### config.mk
export PLATFORM = sky130hd
export DESIGN_NAME = obstacle_motion_ctrl
export DESIGN_NICKNAME = d
export VERILOG_FILES = /design/src/rtl/obstacle_motion_ctrl.sv
export SDC_FILE = /design/constraint.sdc
export NUM_CORES = 1
export LEC_CHECK = 0
export ABC_AREA = 1
export CORE_MARGIN = 5
export CORE_UTILIZATION = 52
export CTS_CLUSTER_DIAMETER = 30
export DETAILED_ROUTE_END_ITERATION = 8
export MAX_ROUTING_LAYER = met4
export PLACE_DENSITY = 0.84
export SYNTH_ARGS = -nofsm -noshare
export SYNTH_HDL_FRONTEND = slang
export SYNTH_SLANG_ARGS = --single-unit
### constraint.sdc
create_clock -name clk -period 2.3 [get_ports clk]
set_input_delay 0.46 -clock clk [delete_from_list [all_inputs] [get_ports clk]]
set_output_delay 0.46 -clock clk [all_outputs]
set_load 0.1 [all_outputs]
### src/rtl/obstacle_motion_ctrl.sv
// Obstacle sprite sequencer: RAM loader, per-frame motion, lane respawn, animation id.
// Optional OBSTACLE_CTRL_SPEEDUP_EN adds pass-count based speed-up.
module obstacle_motion_ctrl #(
    parameter int         ADDR       = 10,
    parameter int         V_DISP     = 480,
    parameter int         X_START    = 640,
    parameter int         LANE_BASE  = 352,
    parameter int         LANE_PITCH = 32,
    parameter int         ANI_DIV    = 8,
    parameter logic [7:0] LFSR_SEED  = 8'hA5
) (
    input  logic            clk,
    input  logic            reset,
    input  logic [10:0]     x,
    input  logic [10:0]     y,
    input  logic            start,
    input  logic            pause,
    input  logic [3:0]      speed,
    input  logic [1:0]      color_sel,
    input  logic            load_req,
    input  logic            ld_valid,
    input  logic [1:0]      ld_data,
    output logic            ld_ready,
    output logic [10:0]     x0,
    output logic [10:0]     y0,
    output logic [4:0]      ctrl,
    output logic            we,
    output logic [ADDR-1:0] addr_w,
    output logic [1:0]      sprite_pix,
    output logic            busy,
    output logic [7:0]      pass_cnt
);

    typedef enum logic [1:0] {IDLE, LOAD, RUN, PAUSE} state_t;

    state_t          state, state_n;
    logic            match, match_q, ftick;
    logic [ADDR-1:0] beat_cnt;
    logic [7:0]      lfsr;
    logic [7:0]      div;
    logic [1:0]      sid;
    logic [3:0]      eff_speed;
    logic            fire, step, wrap;

    assign match = (x == 11'd0) && (y == 11'(V_DISP));
    assign fire  = ld_valid && ld_ready;
    assign step  = (state == RUN) && ftick;
    assign wrap  = {7'd0, eff_speed} > x0;

`ifdef OBSTACLE_CTRL_SPEEDUP_EN
    logic [4:0] spd_sum;
    assign spd_sum   = {1'b0, speed} + {1'b0, pass_cnt[7:4]};
    assign eff_speed = spd_sum[4] ? 4'hF : spd_sum[3:0];
`else
    assign eff_speed = speed;
`endif

    always_comb begin
        state_n = state;
        unique case (state)
            IDLE: begin
                if (load_req)
                    state_n = LOAD;
                else if (start)
                    state_n = RUN;
            end
            LOAD: begin
                if (fire && (&beat_cnt))
                    state_n = IDLE;
            end
            RUN: begin
                if (pause)
                    state_n = PAUSE;
            end
            PAUSE: begin
                if (!pause)
                    state_n = RUN;
            end
        endcase
    end

    // ftick is a registered rising-edge detect of the frame match
    always_ff @(posedge clk) begin
        if (reset) begin
            match_q <= 1'b0;
            ftick   <= 1'b0;
        end else begin
            match_q <= match;
            ftick   <= match && !match_q;
        end
    end

    always_ff @(posedge clk) begin
        if (reset) begin
            state    <= IDLE;
            ld_ready <= 1'b0;
            busy     <= 1'b0;
        end else begin
            state    <= state_n;
            ld_ready <= (state_n == LOAD);
            busy     <= (state_n != IDLE);
        end
    end

    always_ff @(posedge clk) begin
        if (reset) begin
            we         <= 1'b0;
            addr_w     <= '0;
            sprite_pix <= 2'd0;
            beat_cnt   <= '0;
        end else begin
            we <= fire;
            if (state == IDLE)
                beat_cnt <= '0;
            if (fire) begin
                addr_w     <= beat_cnt;
                sprite_pix <= ld_data;
                beat_cnt   <= beat_cnt + 1'b1;
            end
        end
    end

    // Lane uses the LFSR value from before this tick's advance
    always_ff @(posedge clk) begin
        if (reset) begin
            x0       <= 11'(X_START);
            y0       <= 11'(LANE_BASE);
            pass_cnt <= 8'd0;
            lfsr     <= LFSR_SEED;
            div      <= 8'd0;
            sid      <= 2'd0;
        end else if (step) begin
            if (wrap) begin
                x0 <= 11'(X_START);
                y0 <= 11'(LANE_BASE + LANE_PITCH * int'(lfsr[1:0]));
                if (pass_cnt != 8'hFF)
                    pass_cnt <= pass_cnt + 8'd1;
            end else begin
                x0 <= x0 - {7'd0, eff_speed};
            end
            lfsr <= {lfsr[6:0], lfsr[7] ^ lfsr[5] ^ lfsr[4] ^ lfsr[3]};
            if (div == 8'(ANI_DIV - 1)) begin
                div <= 8'd0;
                sid <= sid + 2'd1;
            end else begin
                div <= div + 8'd1;
            end
        end
    end

    always_ff @(posedge clk) begin
        if (reset)
            ctrl <= 5'd0;
        else
            ctrl <= {color_sel, 1'b0, sid};
    end

endmodule

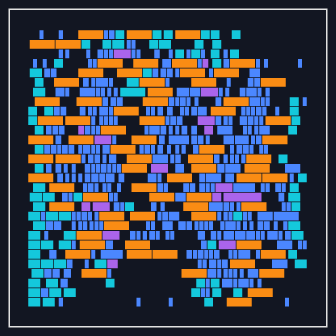
**Above:** run 1 (placement by cell class).
| class | colour | cells |
|---|---|---|
| other buffers and delay cells | cyan | 81 |
| all other logic | blue | 352 |
| flops | orange | 73 |
| clock drivers and dummy loads | purple | 16 |
Final Util: 0.674
post-route cell area: 4230 sq um

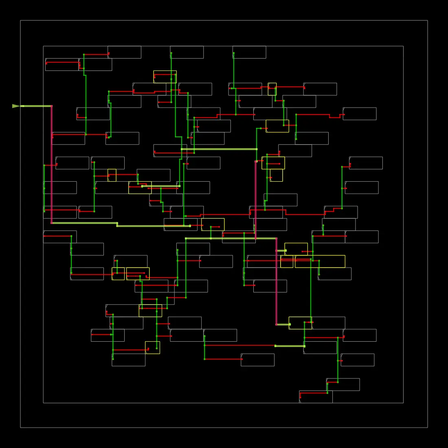
**Above:** run 1 (clock nets).
cts bufs inserted: 9
CTS sink cnt: 73
# clk buffers: 9
Clk Latency, worst-skew pair: 0.34 ns
Flops: 73

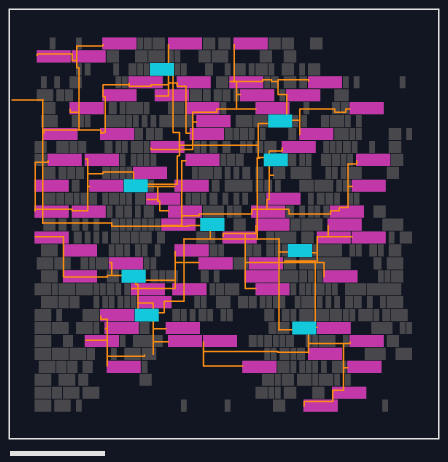
**Above:** run 1 (routed clock nets over the placement).
Bar = 20 um.
[clock wires] orange | length: 861 um
[flip-flops] magenta | count: 73
[cells driving clock nets] cyan | count: 9
flops lie: all over the die
routed clock nets: 10
Power Clock: 0.980 mW
clock skew after layout: 0.0123 ns
Clock power frac: 0.362

==> results.txt, run 1 <==
yosys + openroad results -> status=complete, no violations, EDFF count, synth=0, antenna violations before repair=0, # setup viols final=0, syn avg cell area=7.58 sq um, peak supply drop=0.000441 V, Tmin final=around 1.9 ns, TritonCTS clock tree=done, Post-synth top cells=nand2_1 (80), dfxtp_1 (73), nor2_1 (61), inv_1 (49), a21oi_1 (30), via count=between 3000 and 4000, CP endpoint=x0[8], grt met2 use=0.318, Routed Antenna Nets=0, max incr delay on CP=about 0.45 ns, element type at the critical path start=primary input, r2r setup slk=0.63 ns, core area=around 6300 sq um, Hold Crit Class=reg2reg, top sig layer=met4, Async S/R FF share, synth=0, Net Sw Frac=0.298, yosys xor share=0.0421, # diodes=0, Syn-to-layout area delta=27.1%, grt ovf=0, Top class by area=multi-input combinational cells, crit path from=speed[2], nets=between 500 and 600, Worst Hold Depth=1, Logic family by area=simple AND/OR/NAND/NOR gates, Critical-path top delay cell=clkdlybuf4s50_1, Layout non-clock buf frac=0.167, RSZ-0062 raised after global routing=no, number of port buffers=around 76, Longest Clk Path Bufs=2, Mapped Area=roughly 3300 sq um, Worst Reg-to-Reg Cells=8, Most Crowded Layer GR=met2, Top cell area share=0.439, Hold Startpoint=match_q, Post-synth seq share=0.439, GRT met3 Usage=0.0509, Post-CTS Setup Bufs=0, # hold bufs at CTS=0, crit path kind=in2reg, crit share post-route=0.838, CP Depth=9, Die Size=~8100 sq um, area leader, netlist=dfxtp_1, initial DRC count=between 150 and 200, worst path cell trace=clkdlybuf4s50_1, inv_1, ha_1, a21oi_1, nand2_1, nand2_1, nand3_4, nand2_1, nor2_1, row cnt=29, Post-CTS Resized=0, Leak=1.81 nW, Reg-to-Reg Start=x0[0], metal3 WL=477 um, Fin. Hold Viols=0, die height=90 um, total combinational power=~0.43 mW, most frequent cell after synthesis=nand2_1, WL met1=roughly 3.1 mm, Sequential Power Share=0.480, pin count of the biggest net entering global routing=34, Synth Area in Simple Gates=0.269, Synth mux share=0, most used cell along the critical path=nand2_1
run 1: logic make-up after synthesis:
group                    after synthesis
flip-flops                            73
AND-OR/OR-AND                         72
AND/OR/NAND/NOR                      196
buffers and inverters                 71
other                                  2
adder cells (fa/ha/maj)                9
XOR/XNOR                              16
run 1: flip-flops by register name (all words and copies together), names as in the netlist, 2 cells and up:
name / flops
y0: 3
sprite_pix: 2
ctrl: 4
lfsr: 8
x0: 11
div: 8
state: 2
beat_cnt: 10
addr_w: 10
pass_cnt: 8
sid: 2
run 1: per-stage QoR:
stage / area (sq um) / setup WS, ns / instances
floorplan: 3350 / 0.0186 / 446
global placement: 4040 / 0.0578 / 583
detailed placement: 4040 / 0.00771 / 583
CTS: 4230 / 0.362 / 599
global route: 4230 / 0.212 / 599
finish: 4230 / 0.373 / 599
**Run 1: signal metal coverage by tile**

18 x 18 tiles, from dark blue (low) to red (high), scaled to the fullest tile. Values are wire area over tile area, all layers added.
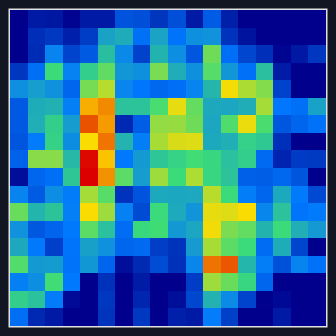

==> run 2, diff against run 1 <==
Settings changed: CORE_UTILIZATION 52 to 44, PLACE_DENSITY 0.84 to 0.76.
Clock period 2.3 ns to 1.6 ns, I/O delays scaled along.
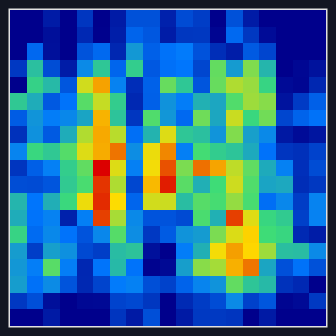
**Above:** run 2 (signal metal coverage by tile).
19 x 19 tiles, from dark blue (low) to red (high), scaled to the fullest tile. Values are wire area over tile area, all layers added.
densest ninth of the die: centre
nearly empty tiles: 13%
fullest tile: 0.47
mean over tiles: 0.14
tiles over half the peak: 22%

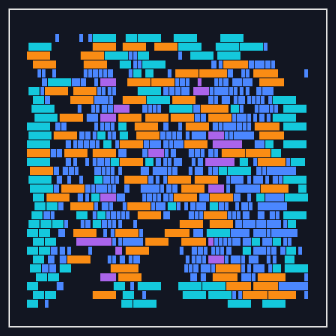
**Above:** run 2 (placement by cell class).
Final Util: 0.706
core area: 7290 sq um
row cnt: 31
post-route cell area: 5150 sq um

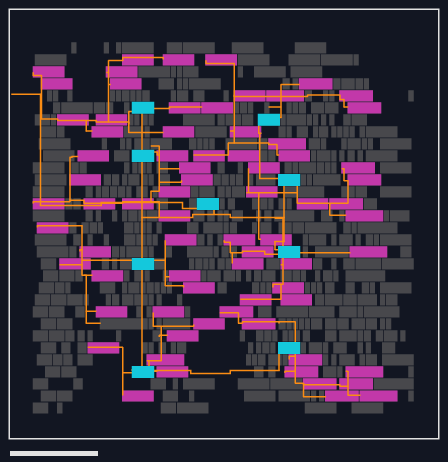
**Above:** run 2 (routed clock nets over the placement).
Bar = 20 um.
[clock wires] orange | length: 859 um
[flip-flops] magenta | count: 73
[cells driving clock nets] cyan | count: 9
routed clock nets: 10
flops lie: all over the die

==> run 2 against run 1 <==
Clock power up 65%. Non-clock buffer count increased by 22. Worst setup slack worse by 0.37 ns. Global-route usage down 0.84 points. Flip-flop count is the same. Critical path depth is 1 lower. Final cell count is 7.3% higher. Hold slack better by 0.0041 ns. Sequential share of layout area down 5.3 points. Highest routed layer unchanged. Clock skew fell by 0.0034 ns. Synthesized area unchanged. Via count rose by 5.1%. Largest power group unchanged.
==> results.txt, run 2 <==
yosys + openroad results -> r2r setup slk=around 0.0022 ns, Hold Slack=just under 0.4 ns, fa+ha+maj area frac=0.0361, Clock power frac=0.383, clock skew after layout=~0.0089 ns, Tot GR Track Use=0.178, CP Depth=8, instance tally after logic synthesis=~440, worst path cell trace=inv_2, ha_4, fa_2, nor2_4, nand2_2, nand3_2, xor2_1, nor2_1, fmax=~0.63 GHz, Longest Clk Path Bufs=2, Tmin final=approximately 1.6 ns, first-pass GRT wire length=about 14 mm, share of cells above drive strength 1=0.243, CTS sink cnt=~73, Most Crowded Layer GR=met2, element type at the critical path start=register, Routed Antenna Nets=0, grt met2 use=0.311, fp_density=0.456, metal2 WL=4.35 mm, Mapped Area=approximately 3300 sq um, placed cell count=~620, max reg flops=11, Logic family by area=simple AND/OR/NAND/NOR gates, H-tree depth=3, crit path from=x0[0], Synth Flop Type=dfxtp_1, logic area=~1700 sq um, Worst Hold Depth=1, Hold Startpoint=match_q, Yosys chip area=~3300 sq um, P_int=3.06 mW, max incr delay on CP=0.41 ns, antenna violations before repair=0, nets=a little under 600, Post-synth top cells=nand2_1 (80), dfxtp_1 (73), nor2_1 (61), inv_1 (49), a21oi_1 (30), Net Sw Frac=0.277, metal3 WL=414 um, Leak=around 2.1 nW, crit path kind=reg2reg, Top Layout Cells=nand2_1 (76), nor2_1 (58), dfxtp_1 (53), Synth Area in Simple Gates=0.269, register clock-pin slew on the reported worst setup and hold paths=about 0.070 ns, Commonest Layout Cell=nand2_1, crit share post-route=0.999, Remaining DRCs=0, Top class by area=multi-input combinational cells, CP endpoint=x0[10], Worst Reg-to-Reg Cells=8, Layout non-clock buf frac=0.272, warnings from Yosys=0, ao+oa area frac=0.118, min setup slack post-route=roughly 0.0022 ns, inverter count=~50, Worst Path Required=around 1.8 ns, Flops=about 73, yosys xor share=0.0421, RSZ-0062 raised after global routing=yes, Global Route met1 Usage=0.196, Hold Crit Class=reg2reg, Yosys cell types=41, MaxCap Viol Count=0, Pwr Density=slightly above 800 nW/um^2, TritonCTS clock tree=done, count of pins over their slew limit=0, vias per cell=4.98, Min-Delay Endpoint=ftick, clock network share of area=0.0452, RR Endpoint=x0[10], # hold bufs at CTS=0, cts bufs inserted=9, die height=97.0 um, WL met1=about 3.4 mm, Die Size=around 9400 sq um, Largest Pwr Group=sequential cells, via count=3204, top cells, area=dfxtp_1 (44%), nand2_1 (9.0%), nor2_1 (6.9%), inv_1 (5.5%), a21oi_1 (4.5%), # clk buffers=13, area leader, netlist=dfxtp_1, placed cell area=approximately 4800 sq um, Power Clock=around 1.6 mW, # diodes=0, Worst Setup End Kind=register, number of logic gates=between 300 and 400, grt ovf=0, total combinational power=around 0.73 mW, peak supply drop=slightly below 0.0005 V, status=complete, no violations, Place WS=-0.462 ns, pin count of the biggest net entering global routing=34, logic share of the area=0.330, syn avg cell area=roughly 7.6 sq um, Top cell area share=0.439, GRT met3 Usage=0.0388, top sig layer=met4, non-filler cells, final=between 600 and 700, Critical-path top delay cell=fa_2, most frequent cell after synthesis=nand2_1, drt pass-1 iters=4, Clk Latency, worst-skew pair=~0.35 ns, number of port buffers=roughly 76, Reg-to-Reg Start=x0[0], Psw=about 1.2 mW, ys flops=73, Synth mux share=0, post-DP HPWL=just under 6 mm, num ports=around 86, P_seq=roughly 1.9 mW, # setup viols final=0, most flop-heavy register=x0, initial DRC count=between 90 and 100, fraction of area in registers=0.292, biggest regs=x0: 11 flops, addr_w: 10 flops, beat_cnt: 10 flops, EDFF count, synth=0, Post-synth seq share=0.439, Sequential Power Share=0.444, Fin. Hold Viols=0, Sequential Area=roughly 1500 sq um, Syn-to-layout area delta=54.6%, Non-clk bufs=roughly 100, CTS root buffer=clkbuf_8, FILL cells=~570, Async S/R FF share, synth=0, Worst Path Buf+Inv=1, power share of the combinational group=0.173, vias in the first global route=around 3100
==> run 2: cell count changes in the layout (fill, tap and decap cells not counted), sizes merged <==
| cell | delta |
|---|---|
| dlygate4sd2 | +3 |
| buf | +22 |
| clkbuf | +4 |
| inv | +1 |
| clkinvlp | -3 |
| dlymetal6s2s | +1 |
| clkinv | -2 |
| clkdlybuf4s50 | -4 |
==> run 2: what timing repair did <==
| item | 4_1_cts | 5_1_grt |
|---|---|---|
| gates resized | 14 | 7 |
| setup endpoints to repair | 18 | 14 |
| cloned | 0 | 0 |
| pin swaps | 9 | 9 |
| setup buffers | 4 | 3 |
==> run 2: stage by stage <==
step                power [mW]  TNS (ns)
CTS                       4.25         0
global route              4.38    -0.103
floorplan                 2.36    -0.121
detailed placement        2.64     -9.10
global placement          2.63     -7.50
finish                    4.23         0
**Run 2: clock nets**

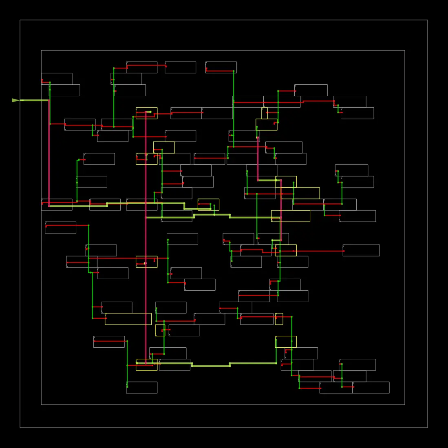

==> run 3, diff against run 2 <==
Settings changed: SKIP_LAST_GASP from default to 1.
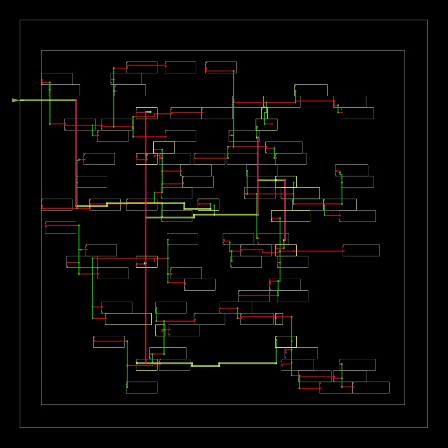
**Above:** run 3 (clock nets).
clock skew after layout: 0.00839 ns
# clk buffers: 13

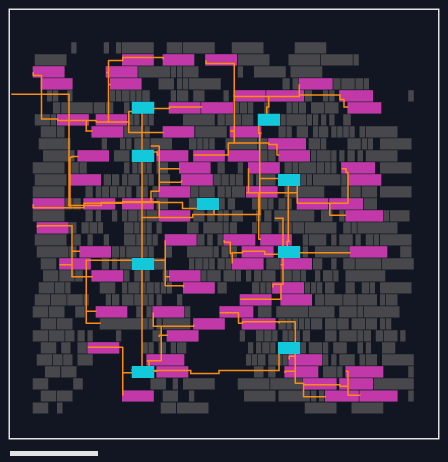
**Above:** run 3 (routed clock nets over the placement).
Bar = 20 um.
[cells driving clock nets] cyan | count: 9
[clock wires] orange | length: 859 um
[flip-flops] magenta | count: 73
routed clock nets: 10

==> run 3 against run 2 <==
Die size unchanged. Critical path type unchanged. Routed wire length about the same. Clock power about the same. Synthesized area unchanged. Register-to-register slack about the same. Core utilization down 0.052 points.
==> results.txt, run 3 <==
yosys + openroad results -> status=complete, no violations, antenna violations before repair=0, CP Depth=8, Post-CTS Resized=14, # hold bufs at CTS=0, clock network share of area=0.0453, Sequential Power Share=0.444, RSZ-0062 raised after global routing=yes, Flops=~73, Power Clock=between 1.5 and 2 mW, nets=between 500 and 600, fraction of area in registers=0.292, warnings from Yosys=0, P_int=between 3 and 4 mW, Hold Crit Class=reg2reg, Top cell area share=0.439, Synth Area in Simple Gates=0.269, Mapped Area=between 3000 and 4000 sq um, Syn-to-layout area delta=54.5%, core area=~7300 sq um, logic share of the area=0.329, element type at the critical path start=register, Post-synth seq share=0.439, Worst Reg-to-Reg Cells=8, ys flops=about 73, FILL cells=564, initial DRC count=between 100 and 150, number of logic gates=a little over 300, most frequent cell after synthesis=nand2_1, MaxCap Viol Count=0, max reg flops=11, H-tree depth=3, RR Endpoint=x0[10], logic area=around 1700 sq um, CP endpoint=x0[10], top cells, area=dfxtp_1 (44%), nand2_1 (9.0%), nor2_1 (6.9%), inv_1 (5.5%), a21oi_1 (4.5%), Top class by area=multi-input combinational cells, total combinational power=0.730 mW, Worst Path Buf+Inv=1, Layout non-clock buf frac=0.272, Yosys cell types=slightly above 40, drt pass-1 iters=4, Clk Latency, worst-skew pair=approximately 0.35 ns, Sequential Area=about 1500 sq um, Clock power frac=0.383, number of port buffers=about 76, share of cells above drive strength 1=0.241, GRT met3 Usage=0.0388, r2r setup slk=roughly 0.0036 ns, fp_density=0.456, Tmin final=1.60 ns, register clock-pin slew on the reported worst setup and hold paths=about 0.070 ns, die height=97.0 um, vias per cell=4.96, Worst Setup End Kind=register, fmax=0.626 GHz, worst path cell trace=inv_2, ha_4, fa_2, nor2_4, nand2_2, nand3_2, xor2_1, nor2_1, Post-CTS Setup Bufs=4, Tot GR Track Use=0.178, power share of the combinational group=0.173, Yosys chip area=approximately 3300 sq um, Hold Slack=~0.4 ns, fa+ha+maj area frac=0.0361, grt met2 use=0.311, # setup viols final=0, num ports=about 86, Leak=around 2.1 nW, row cnt=31, count of pins over their slew limit=0, # diodes=0, yosys xor share=0.0421, Longest Clk Path Bufs=2, Logic family by area=simple AND/OR/NAND/NOR gates, Post-synth top cells=nand2_1 (80), dfxtp_1 (73), nor2_1 (61), inv_1 (49), a21oi_1 (30), Reg-to-Reg Start=x0[0], crit path kind=reg2reg, ao+oa area frac=0.118, Net Sw Frac=0.276, Most Crowded Layer GR=met2, CTS root buffer=clkbuf_8, via count=3188, inverter count=around 50, top sig layer=met4, Critical-path top delay cell=fa_2, peak supply drop=about 0.00050 V, crit share post-route=0.998, area leader, netlist=dfxtp_1, crit path from=x0[0], most flop-heavy register=x0, Die Size=between 9000 and 10000 sq um, first-pass GRT wire length=roughly 14 mm, syn avg cell area=7.58 sq um, Largest Pwr Group=sequential cells, Top Layout Cells=nand2_1 (76), nor2_1 (58), dfxtp_1 (53), Commonest Layout Cell=nand2_1, Synth Flop Type=dfxtp_1, vias in the first global route=3070
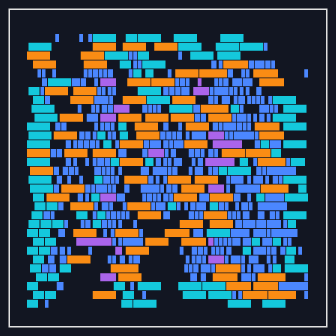
**Above:** run 3 (placement by cell class).
| class | colour | cells |
|---|---|---|
| flops | orange | 73 |
| other buffers and delay cells | cyan | 103 |
| clock drivers and dummy loads | purple | 16 |
| all other logic | blue | 352 |

-- run 3: worst min path at each step --
stage / from / endpoint / slack (ns) / cells past startpoint
3_5_place_dp: match_q / ftick / 0.37 / 1
5_1_grt: match_q / ftick / 0.41 / 1
3_3_place_gp: match_q / ftick / 0.37 / 1
6_report: match_q / ftick / 0.39 / 1
2_1_floorplan: match_q / ftick / 0.37 / 1
4_1_cts: match_q / ftick / 0.40 / 1
-- run 3: per-stage QoR --
step	total power, mW	setup TNS, ns	std cells	utilization	instance area [sq um]
floorplan	2.36	-0.121	446	-	3440
global placement	2.63	-7.50	620	0.656	4790
detailed placement	2.64	-9.10	620	0.656	4790
CTS	4.25	0	640	0.698	5090
global route	4.38	-0.146	643	0.705	5140
finish	4.23	0	643	0.705	5140
Power and IR drop assume default switching activity.
